<file path="src/rtl/grf_wb_arbiter_if.sv">
// GRF write-port arbiter bus: W-stage request, late-result handshake,
// decode pending-write queries and the registered GRF write port.
// master = producers/consumers around the arbiter, slave = the arbiter itself.
interface grf_wb_arbiter_if #(
    parameter int unsigned PTR_W = 2
);
    // W-stage write request
    logic          pipe_we;
    logic [4:0]    pipe_a3;
    logic [31:0]   pipe_wd;
    logic [31:0]   pipe_pc;
    // Late (multi-cycle) result handshake
    logic          late_valid;
    logic          late_ready;
    logic [4:0]    late_a3;
    logic [31:0]   late_wd;
    logic [31:0]   late_pc;
    // Decode pending-write queries
    logic [4:0]    q_a1;
    logic [4:0]    q_a2;
    logic          q_busy1;
    logic          q_busy2;
    // GRF write port
    logic          grf_we;
    logic [4:0]    grf_a3;
    logic [31:0]   grf_wd;
    logic [31:0]   grf_pc;
    logic [PTR_W:0] fifo_cnt;

    modport master (
        output pipe_we, pipe_a3, pipe_wd, pipe_pc,
        output late_valid, late_a3, late_wd, late_pc,
        output q_a1, q_a2,
        input  late_ready, q_busy1, q_busy2,
        input  grf_we, grf_a3, grf_wd, grf_pc, fifo_cnt
    );

    modport slave (
        input  pipe_we, pipe_a3, pipe_wd, pipe_pc,
        input  late_valid, late_a3, late_wd, late_pc,
        input  q_a1, q_a2,
        output late_ready, q_busy1, q_busy2,
        output grf_we, grf_a3, grf_wd, grf_pc, fifo_cnt
    );
endinterface

</file>
<file path="src/rtl/grf_wb_arbiter.sv">
// GRF write-port arbiter. W-stage writes have priority; late results queue in an
// in-order FIFO and drain in cycles where the pipeline does not write. An issued
// pipe write kills older queued writes to the same register.
// Optional: define WB_TRACE_EN to print each committed GRF write.
module grf_wb_arbiter #(
    parameter int unsigned DEPTH = 4,
    parameter int unsigned PTR_W = 2
) (
    input logic             clk,
    input logic             reset,
    grf_wb_arbiter_if.slave bus
);

    localparam logic [PTR_W:0] FULL_CNT = (PTR_W + 1)'(DEPTH);

    // FIFO storage and state
    logic [4:0]       a3_q [DEPTH];
    logic [4:0]       a3_d [DEPTH];
    logic [31:0]      wd_q [DEPTH];
    logic [31:0]      wd_d [DEPTH];
    logic [31:0]      pc_q [DEPTH];
    logic [31:0]      pc_d [DEPTH];
    logic [DEPTH-1:0] live_q, live_d;
    logic [PTR_W-1:0] head_q, head_d;
    logic [PTR_W-1:0] tail_q, tail_d;
    logic [PTR_W:0]   cnt_q, cnt_d;

    // Output register
    logic             grf_we_q, grf_we_d;
    logic [4:0]       grf_a3_q, grf_a3_d;
    logic [31:0]      grf_wd_q, grf_wd_d;
    logic [31:0]      grf_pc_q, grf_pc_d;

    logic full, empty, pipe_issue, pop, late_acc, push;
    logic busy1, busy2;

    // Per-cycle selection and handshake decisions
    always_comb begin
        full       = (cnt_q == FULL_CNT);
        empty      = (cnt_q == '0);
        pipe_issue = bus.pipe_we && (bus.pipe_a3 != 5'd0);
        pop        = !pipe_issue && !empty;
        // Full is judged on the registered count, so a same-cycle pop never frees a slot.
        late_acc   = bus.late_valid && !full;
        push       = late_acc && (bus.late_a3 != 5'd0);
    end

    // FIFO next state: kill, pop, push and occupancy
    always_comb begin
        a3_d   = a3_q;
        wd_d   = wd_q;
        pc_d   = pc_q;
        live_d = live_q;
        head_d = head_q;
        tail_d = tail_q;
        cnt_d  = cnt_q;
        if (pipe_issue) begin
            for (int unsigned i = 0; i < DEPTH; i++) begin
                if (a3_q[i] == bus.pipe_a3) begin
                    live_d[i] = 1'b0;
                end
            end
        end
        // Free slots always carry live = 0 so the busy query can ignore occupancy.
        if (pop) begin
            live_d[head_q] = 1'b0;
            head_d         = head_q + PTR_W'(1);
        end
        // Applied after the kill loop: a same-cycle push is younger than the pipe write.
        if (push) begin
            a3_d[tail_q]   = bus.late_a3;
            wd_d[tail_q]   = bus.late_wd;
            pc_d[tail_q]   = bus.late_pc;
            live_d[tail_q] = 1'b1;
            tail_d         = tail_q + PTR_W'(1);
        end
        case ({push, pop})
            2'b10:   cnt_d = cnt_q + 1'b1;
            2'b01:   cnt_d = cnt_q - 1'b1;
            default: cnt_d = cnt_q;
        endcase
    end

    // GRF port next state; address/data hold when nothing is issued
    always_comb begin
        grf_we_d = 1'b0;
        grf_a3_d = grf_a3_q;
        grf_wd_d = grf_wd_q;
        grf_pc_d = grf_pc_q;
        if (pipe_issue) begin
            grf_we_d = 1'b1;
            grf_a3_d = bus.pipe_a3;
            grf_wd_d = bus.pipe_wd;
            grf_pc_d = bus.pipe_pc;
        end else if (pop && live_q[head_q]) begin
            grf_we_d = 1'b1;
            grf_a3_d = a3_q[head_q];
            grf_wd_d = wd_q[head_q];
            grf_pc_d = pc_q[head_q];
        end
    end

    // Pending-write queries: live queued entries plus a result being accepted now
    always_comb begin
        busy1 = 1'b0;
        busy2 = 1'b0;
        for (int unsigned i = 0; i < DEPTH; i++) begin
            if (live_q[i] && (a3_q[i] == bus.q_a1)) busy1 = 1'b1;
            if (live_q[i] && (a3_q[i] == bus.q_a2)) busy2 = 1'b1;
        end
        if (late_acc && (bus.late_a3 == bus.q_a1)) busy1 = 1'b1;
        if (late_acc && (bus.late_a3 == bus.q_a2)) busy2 = 1'b1;
        if (bus.q_a1 == 5'd0) busy1 = 1'b0;
        if (bus.q_a2 == 5'd0) busy2 = 1'b0;
    end

    // State registers; reset drops every queued entry without issuing it
    always_ff @(posedge clk or negedge reset) begin
        if (!reset) begin
            for (int unsigned i = 0; i < DEPTH; i++) begin
                a3_q[i] <= '0;
                wd_q[i] <= '0;
                pc_q[i] <= '0;
            end
            live_q   <= '0;
            head_q   <= '0;
            tail_q   <= '0;
            cnt_q    <= '0;
            grf_we_q <= 1'b0;
            grf_a3_q <= '0;
            grf_wd_q <= '0;
            grf_pc_q <= '0;
        end else begin
            a3_q     <= a3_d;
            wd_q     <= wd_d;
            pc_q     <= pc_d;
            live_q   <= live_d;
            head_q   <= head_d;
            tail_q   <= tail_d;
            cnt_q    <= cnt_d;
            grf_we_q <= grf_we_d;
            grf_a3_q <= grf_a3_d;
            grf_wd_q <= grf_wd_d;
            grf_pc_q <= grf_pc_d;
        end
    end

    assign bus.late_ready = !full;
    assign bus.q_busy1    = busy1;
    assign bus.q_busy2    = busy2;
    assign bus.grf_we     = grf_we_q;
    assign bus.grf_a3     = grf_a3_q;
    assign bus.grf_wd     = grf_wd_q;
    assign bus.grf_pc     = grf_pc_q;
    assign bus.fifo_cnt   = cnt_q;

`ifdef WB_TRACE_EN
    // Commit trace of every write presented to the GRF
    always @(posedge clk) begin
        if (grf_we_q) begin
            $display("@%h: $%d <= %h", grf_pc_q, grf_a3_q, grf_wd_q);
        end
    end
`endif

endmodule

</file>
<file path="src/flat_wrapper.sv">
// flat-port wrapper written by rule: the top's interface ports become plain ports
module grf_wb_arbiter_flat 
#(
    parameter int unsigned DEPTH = 4,
    parameter int unsigned PTR_W = 2
)
  (clk, reset, bus_pipe_we, bus_pipe_a3, bus_pipe_wd, bus_pipe_pc, bus_late_valid, bus_late_a3, bus_late_wd, bus_late_pc, bus_q_a1, bus_q_a2, bus_late_ready, bus_q_busy1, bus_q_busy2, bus_grf_we, bus_grf_a3, bus_grf_wd, bus_grf_pc, bus_fifo_cnt);
  grf_wb_arbiter_if #(.PTR_W(PTR_W)) bus_i ();
  input logic clk;
  input logic reset;
  input wire logic [$bits(bus_i.pipe_we)-1:0] bus_pipe_we;
  input wire logic [$bits(bus_i.pipe_a3)-1:0] bus_pipe_a3;
  input wire logic [$bits(bus_i.pipe_wd)-1:0] bus_pipe_wd;
  input wire logic [$bits(bus_i.pipe_pc)-1:0] bus_pipe_pc;
  input wire logic [$bits(bus_i.late_valid)-1:0] bus_late_valid;
  input wire logic [$bits(bus_i.late_a3)-1:0] bus_late_a3;
  input wire logic [$bits(bus_i.late_wd)-1:0] bus_late_wd;
  input wire logic [$bits(bus_i.late_pc)-1:0] bus_late_pc;
  input wire logic [$bits(bus_i.q_a1)-1:0] bus_q_a1;
  input wire logic [$bits(bus_i.q_a2)-1:0] bus_q_a2;
  output wire logic [$bits(bus_i.late_ready)-1:0] bus_late_ready;
  output wire logic [$bits(bus_i.q_busy1)-1:0] bus_q_busy1;
  output wire logic [$bits(bus_i.q_busy2)-1:0] bus_q_busy2;
  output wire logic [$bits(bus_i.grf_we)-1:0] bus_grf_we;
  output wire logic [$bits(bus_i.grf_a3)-1:0] bus_grf_a3;
  output wire logic [$bits(bus_i.grf_wd)-1:0] bus_grf_wd;
  output wire logic [$bits(bus_i.grf_pc)-1:0] bus_grf_pc;
  output wire logic [$bits(bus_i.fifo_cnt)-1:0] bus_fifo_cnt;
  assign bus_i.pipe_we = bus_pipe_we;
  assign bus_i.pipe_a3 = bus_pipe_a3;
  assign bus_i.pipe_wd = bus_pipe_wd;
  assign bus_i.pipe_pc = bus_pipe_pc;
  assign bus_i.late_valid = bus_late_valid;
  assign bus_i.late_a3 = bus_late_a3;
  assign bus_i.late_wd = bus_late_wd;
  assign bus_i.late_pc = bus_late_pc;
  assign bus_i.q_a1 = bus_q_a1;
  assign bus_i.q_a2 = bus_q_a2;
  assign bus_late_ready = bus_i.late_ready;
  assign bus_q_busy1 = bus_i.q_busy1;
  assign bus_q_busy2 = bus_i.q_busy2;
  assign bus_grf_we = bus_i.grf_we;
  assign bus_grf_a3 = bus_i.grf_a3;
  assign bus_grf_wd = bus_i.grf_wd;
  assign bus_grf_pc = bus_i.grf_pc;
  assign bus_fifo_cnt = bus_i.fifo_cnt;
  grf_wb_arbiter #(.DEPTH(DEPTH), .PTR_W(PTR_W)) u_core (.clk(clk), .reset(reset), .bus(bus_i));
endmodule
</file>
<file path="config.mk">
export PLATFORM = sky130hd
export DESIGN_NAME = grf_wb_arbiter_flat
export DESIGN_NICKNAME = d
export VERILOG_FILES = /design/src/rtl/grf_wb_arbiter_if.sv /design/src/rtl/grf_wb_arbiter.sv /design/src/flat_wrapper.sv
export SDC_FILE = /design/constraint.sdc
export NUM_CORES = 1
export LEC_CHECK = 0
export CORE_ASPECT_RATIO = 1.1
export CORE_MARGIN = 3
export CORE_UTILIZATION = 45
export DETAILED_ROUTE_END_ITERATION = 8
export HOLD_SLACK_MARGIN = 0.05
export PLACE_DENSITY = 0.78
export SLEW_MARGIN = 20
export SYNTH_ARGS = -nofsm -noshare
export SYNTH_HDL_FRONTEND = slang
export SYNTH_SLANG_ARGS = --single-unit
</file>
<file path="constraint.sdc">
create_clock -name clk -period 4 [get_ports clk]
set_input_delay 0.4 -clock clk [delete_from_list [all_inputs] [get_ports clk]]
set_output_delay 0.4 -clock clk [all_outputs]
set_load 0.05 [all_outputs]
</file>
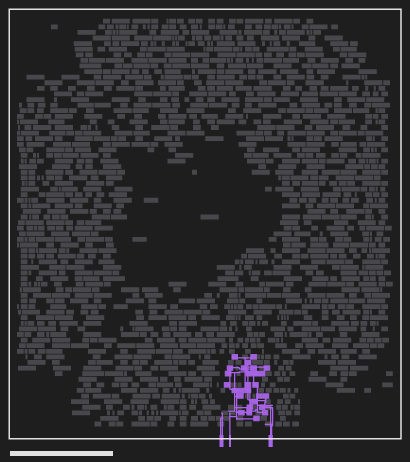
**Above:** run 1 (port wiring).
Bar = 50 µm.
| port | colour | bits | direction | end cells | buffers | wire |
|---|---|---|---|---|---|---|
| `bus_q_a1` | purple | 5 | input | 27 | 5 | 325 µm |

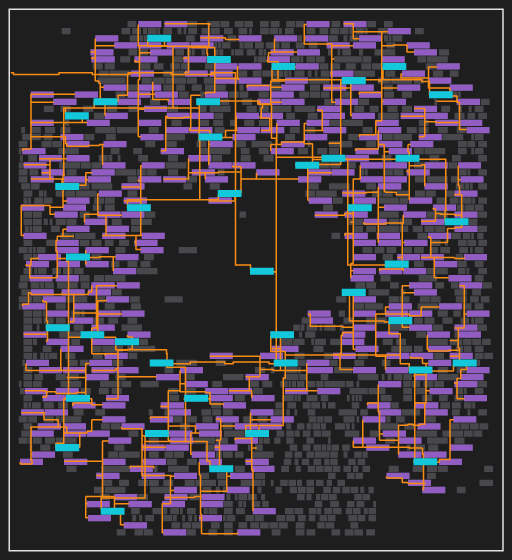
**Above:** run 1 (clock network drawn from the DEF).
[flip-flops] purple | count: 357
[clock-net drivers] cyan | count: 39
[clock wires] orange | length: 4,430 µm
flops lie: spread over the die
routed clock nets: 40
clk ins delay skew pair: 0.53 ns
Clk power: 0.00369 W
clock group share of total power: 0.200
clk_skew: 0.01459 ns

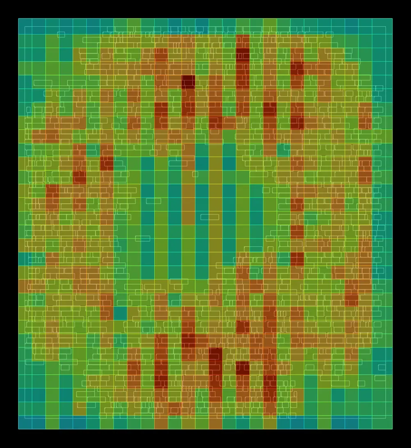
**Above:** run 1 (congestion heat map).
global routing's busiest layer: met2
WL per Instance: 20.25 µm
met3 usage: 0.04078

==> impl_metrics.csv, run 1 <==
group,metric,value,unit
hold_path,hold_path_class,"flop to flop",
timing,whs,0.4736,ns
pwr,power.density,888.7,nW/µm²
route,drt_first_iter_violations,412,
finish,mi_logic_area,7229,µm²
finish,n_fill_cell,2977,
pwr,p_sw,0.006626,W
finish,buffers,245,
logic_synthesis,netlist_area,16710,µm²
timing,fin_ws,0.7699,ns
logic_synthesis,synth_top_cell_by_count,"dfrtp_1",
hold_path,whs_path_depth,2,
finish,layout-drive-gt1-share,0.3198,
logic_synthesis,netlist_instances,1151,
pwr,combinationalPowerShare,0.437,
pwr,p_int,0.01178,W
logic_synthesis,async_flop_share,1.000,
route,drt-total-wl,37.78,mm
clocking,htreeDepth,2,
grt,grt_antenna_before_repair,2,
hold_path,worstHoldEndpoint,"u_core.bus.grf_pc[20]",
timing,report.final.slew_viol_count,0,
logic_synthesis,ys_types,42,
finish,nClkBuffers,52,
logic_synthesis,simple_gate_share,0.02681,
timing,setup_viol,0,
clocking,tritoncts,"yes",
worst_setup_path,rr_endpoint,"u_core.wd_q[47]",
logic_synthesis,synth_flops,357,
floorplan,die.size.y,208.1,µm
flow_run,warnings,36,
logic_synthesis,edf_count,0,
worst_setup_path,startpoint,"u_core.a3_q[13]",
finish,finalNonFillerCells,1866,
worst_setup_path,endpoint,"bus_q_busy2",
finish,comb.multi_input.count,692,
floorplan,ios,228,
clocking,cts_setup_buffers,0,
finish,clock_area_frac,0.06464,
placed_design,place_ws,0.6415,ns
worst_setup_path,critPathCaptureType,"output pin",
logic_synthesis,yosys_warnings,0,
logic_synthesis,ys_chip_area,16710,µm²
grt,use_met2,0.3295,
worst_setup_path,cp_max_fo,5,
grt,grt_pass1_vias,11202,
floorplan,design.core.area,36350,µm²
logic_synthesis,top_area_cell,"dfrtp_1",
route,num_vias,10046,
logic_synthesis,syn_nets,1313,
timing,max_slew_margin,0.3739,
pwr,seq-power,0.00667,W
clocking,cts_made_buffers,39,
worst_setup_path,cp.required,3.60,ns
pwr,swShare,0.3600,
timing,fmax,309.6,MHz
floorplan,dieArea,39480,µm²
flow_run,max-cap-violations,0,
logic_synthesis,yosys-top-cells-count,"dfrtp_1, mux2_2, mux4_2, nand2_1, mux2i_1",
pwr,total_leakage_power,8.712,nW
finish,largest_cell_class,"sequential cells",
worst_setup_path,start_kind,"flop",
logic_synthesis,ff_type,"dfrtp_1",
finish,buf_share,0.1226,
logic_synthesis,aoi_share,0.03602,
clocking,clk_pin_slew,0.06,ns
grt,grt_pass1_wl,62.20,mm
logic_synthesis,topCellsByArea,"dfrtp_1, mux2_2, mux4_2",
finish,flops,357,
pwr,top_power_group,"combinational cells",
clocking,cts_resized,0,
logic_synthesis,logic_family,"multiplexers",
floorplan,core_util_floorplan,0.4596,
worst_setup_path,worstSetupPathType,"flop to output pin",
timing,finalSetupTns,0,ns
timing,period_minus_slack,3.230,ns
finish,final_common_cell,"dfrtp_1",
route,drc,0,
finish,comb_share,0.3491,
route,antenna_left,0,
floorplan,num_rows,73,
finish,final_nets,1511,
logic_synthesis,synth_seq_share,0.5347,
finish,seqCellArea,8941,µm²
outcome,outcome,"finished, final reports clean",
logic_synthesis,top_area_frac,0.5347,
placed_design,io_buffers,227,
pwr,power,0.01841,W
finish,area_delta_synth_final,23.96,%
finish,post-route-util,0.5697,
floorplan,tap_cells,487,
logic_synthesis,ys_cells,1151,
placed_design,routabilityCongestion,0.8761,
timing,worst_pin_slew,0.9391,ns
clocking,hold_buffers,1,
logic_synthesis,synth.avg_cell_area,14.52,µm²
pwr,pg_comb,0.00805,W
finish,final_cell_mix,"dfrtp_1, mux2_2, clkdlybuf4s50_1",
finish,fin_area,20710,µm²
worst_setup_path,critPathArrivalTime,2.83,ns
finish,n_antenna_cell,0,
floorplan,die_w,189.7,µm
[run 1: sequential cells by signal, indices dropped and copies added, names as in the netlist, 3 cells and up]
register             count
u_core.pc_q            128
u_core.wd_q            128
u_core.bus.grf_pc       32
u_core.bus.grf_wd       32
u_core.a3_q             20
u_core.bus.grf_a3        5
u_core.live_q            4
u_core.bus.fifo_cnt      3
[run 1: critical path, cell delays in order, from the launching register on]
cell and delay, ns:
dfrtp_1 0.48, xor2_1 0.20, nor4_1 0.32, nand3_1 0.12, o311ai_0 0.14, o22a_1 0.22, clkdlybuf4s50_1 0.82
[run 1: metal layers]
metal	wire, µm	share of wire
met4	1049	0.028
met1	16200	0.43
met2	18620	0.49
met3	1895	0.050
met5	14	0.00037
--- run 2 (diff from run 1) ---
- PLACE_DENSITY: 0.78 -> 0.8
- clock period: 4 -> 2.93 ns (I/O delays scaled with it)
==> impl_metrics.csv, run 2 <==
group,metric,value,unit
outcome,outcome,"finished, final reports clean",
floorplan,design.core.area,36350,µm²
floorplan,die.size.y,208.1,µm
logic_synthesis,async_flop_share,1.000,
clocking,cts_resized,0,
worst_setup_path,startpoint,"u_core.a3_q[18]",
worst_setup_path,rr_endpoint,"u_core.pc_q[83]",
clocking,tritoncts,"yes",
clocking,cts_made_buffers,38,
timing,period_minus_slack,2.512,ns
floorplan,die_w,189.7,µm
floorplan,dieArea,39480,µm²
worst_setup_path,worstSetupPathType,"flop to output pin",
finish,reg_top3,"u_core.pc_q x128, u_core.wd_q x128",
timing,finalSetupTns,0,ns
finish,final_cell_mix,"dfrtp_1, mux2_2, clkdlybuf4s50_1",
placed_design,placed_area,19570,µm²
route,wl_per_cell,20.01,µm
logic_synthesis,synth.avg_cell_area,14.52,µm²
timing,fin_skew,0.01102,ns
logic_synthesis,edf_count,0,
floorplan,core_util_floorplan,0.4596,
grt,grt_max_degree,76,
route,num_vias,10137,
placed_design,place_inst,1815,
route,met3_length,2.082,mm
route,m1WireLength,16.15,mm
timing,hold_viol_final,0,
grt,grt_antenna_before_repair,2,
route,first_pass_iters,6,
timing,max_slew_margin,0.5727,
logic_synthesis,top_area_cell,"dfrtp_1",
finish,final_common_cell,"dfrtp_1",
grt,grt_pass1_vias,10953,
placed_design,hpwlAfterDp,24.43,mm
logic_synthesis,ys_sh_mux,0.3205,
worst_setup_path,cp_slowest_stage_delay,0.48,ns
logic_synthesis,ys_types,42,
logic_synthesis,xor_area_frac,0.03932,
worst_setup_path,rr_startpoint,"u_core.bus.fifo_cnt[0]",
pwr,max-vdd-ir-drop,0.7497,mV
route,drc,0,
grt,gr-usage-met1,0.2579,
logic_synthesis,simple_gate_share,0.02681,
flow_run,max-cap-violations,0,
logic_synthesis,netlist_instances,1151,
logic_synthesis,synth_top_cell_by_count,"dfrtp_1",
logic_synthesis,ys_cells,1151,
placed_design,place_ws,0.1204,ns
grt,track_usage,0.1932,
worst_setup_path,endpoint,"bus_q_busy2",
worst_setup_path,cp.depth,6,
logic_synthesis,yosys-top-cells-count,"dfrtp_1, mux2_2, mux4_2, nand2_1, mux2i_1",
grt,use_met2,0.3234,
logic_synthesis,ff_type,"dfrtp_1",
worst_setup_path,critPathArrivalTime,2.22,ns
timing,period_used_share,0.8572,
timing,whs,0.3581,ns
flow_run,warnings,32,
clocking,cts_setup_buffers,0,
grt,overflow,0,
worst_setup_path,cp_max_fo,5,
timing,setup_viol,0,
route,wl_met2,18.51,mm
grt,grt_pass1_wl,61.13,mm
pwr,total_leakage_power,8.800,nW
clocking,clock_path_buffers,3,
timing,worst_pin_slew,0.6409,ns
floorplan,num_rows,73,
logic_synthesis,yosys.area_share.adder,0.007938,
finish,final_nets,1531,
worst_setup_path,cp.required,2.64,ns
clocking,hold_buffers,1,
logic_synthesis,yosys_warnings,0,
logic_synthesis,syn_nets,1313,
clocking,cts_root_buf,"clkbuf_16",
logic_synthesis,synth_flops,357,
route,top_layer,"met5",
grt,busiest_layer,"met2",
finish,n_fill_cell,2918,
worst_setup_path,start_kind,"flop",
logic_synthesis,aoi_share,0.03602,
clocking,clk_pin_slew,0.06,ns
worst_setup_path,r2r_slack,0.52,ns
finish,finalNonFillerCells,1883,
finish,layout-drive-gt1-share,0.3290,
worst_setup_path,cp_slowest_cell,"dfrtp_1",
worst_setup_path,reg2regPathDepth,6,
logic_synthesis,topCellsByArea,"dfrtp_1, mux2_2, mux4_2",
logic_synthesis,netlist_area,16710,µm²
timing,rsz0062_at_grt,"no",
route,drt_first_iter_violations,407,
placed_design,routabilityCongestion,0.8698,
logic_synthesis,top_area_frac,0.5347,
timing,report.final.slew_viol_count,0,
worst_setup_path,crit_family,"flip-flops",
finish,area_delta_synth_final,24.82,%
hold_path,hold_path_class,"input pin to async pin",
worst_setup_path,critPathBufInv,1,
clocking,htreeDepth,2,
pwr,power,0.02502,W
worst_setup_path,path_cells,"xor2_1, nor4_1, nand3_1, o311ai_0, o22a_1, buf_4",
timing,fmax,398.1,MHz
logic_synthesis,logic_family,"multiplexers",
route,antenna_left,0,
clocking,insertion_delay,0.52,ns
finish,fin_area,20850,µm²
clocking,clock_sinks,357,
pwr,power.density,1200,nW/µm²
route,drt-total-wl,37.68,mm
route,via_per_inst,5.383,
logic_synthesis,synth_seq_share,0.5347,
logic_synthesis,ys_chip_area,16710,µm²
worst_setup_path,critPathCaptureType,"output pin",
grt,grtUsageMet3,0.04028,
timing,fin_ws,0.4183,ns
[run 2: cell count changes in the layout (fill, tap and decap cells not counted), moves of 2 or more]
cell	delta
clkinv_2	-4
clkbuf_8	+3
buf_12	+4
clkdlybuf4s50_1	-2
buf_4	+19
[run 2: power by group]
part | switching, W | internal, W | total, W | leakage [nW]
clock | 0.00190 | 0.00295 | 0.00485 | 0.629
sequential | 0.00153 | 0.00750 | 0.00903 | 4.25
combinational | 0.00554 | 0.00560 | 0.0111 | 3.92
[run 2: layout make-up]
class,instances,area (µm²),share of cell area
Antenna cell,1,2.502,0.0001200
Clock buffer,54,1132,0.05430
Clock inverter,12,143.9,0.006900
Inverter,14,52.55,0.002520
Multi-Input combinational cell,692,7229,0.3467
Sequential cell,357,8941,0.4288
Tap cell,487,609.3,0.02922
Timing Repair Buffer,266,2743,0.1315
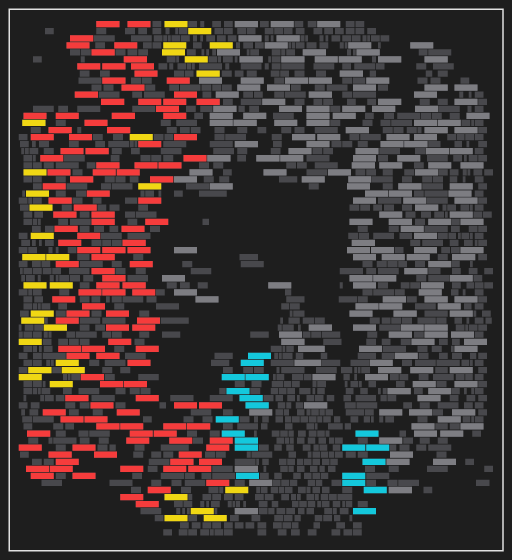
**Above:** run 2 (where the registers sit).
Other sequential cells in the stronger grey, the rest of the logic in the fainter grey.
| signal | colour | sequential cells |
|---|---|---|
| `u_core.wd_q` | red | 128 |
| `u_core.a3_q` | cyan | 20 |
| `u_core.bus.grf_wd` | yellow | 32 |
not coloured: 177
sequential power: 0.00903 W
storage element area: 8941 µm²
Final Core Density: 0.5737
sequential cell area share: 0.4288

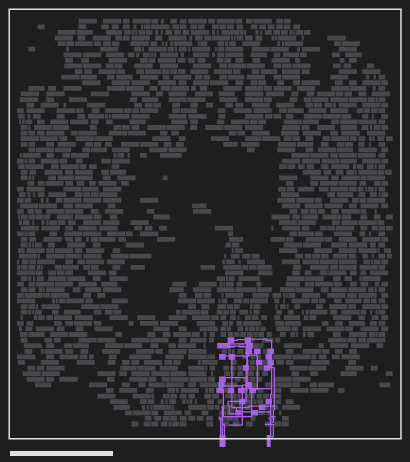
**Above:** run 2 (port wiring).
Bar = 50 µm.
IO buf count: 227
num ports: 228

Power and IR drop assume default switching activity.
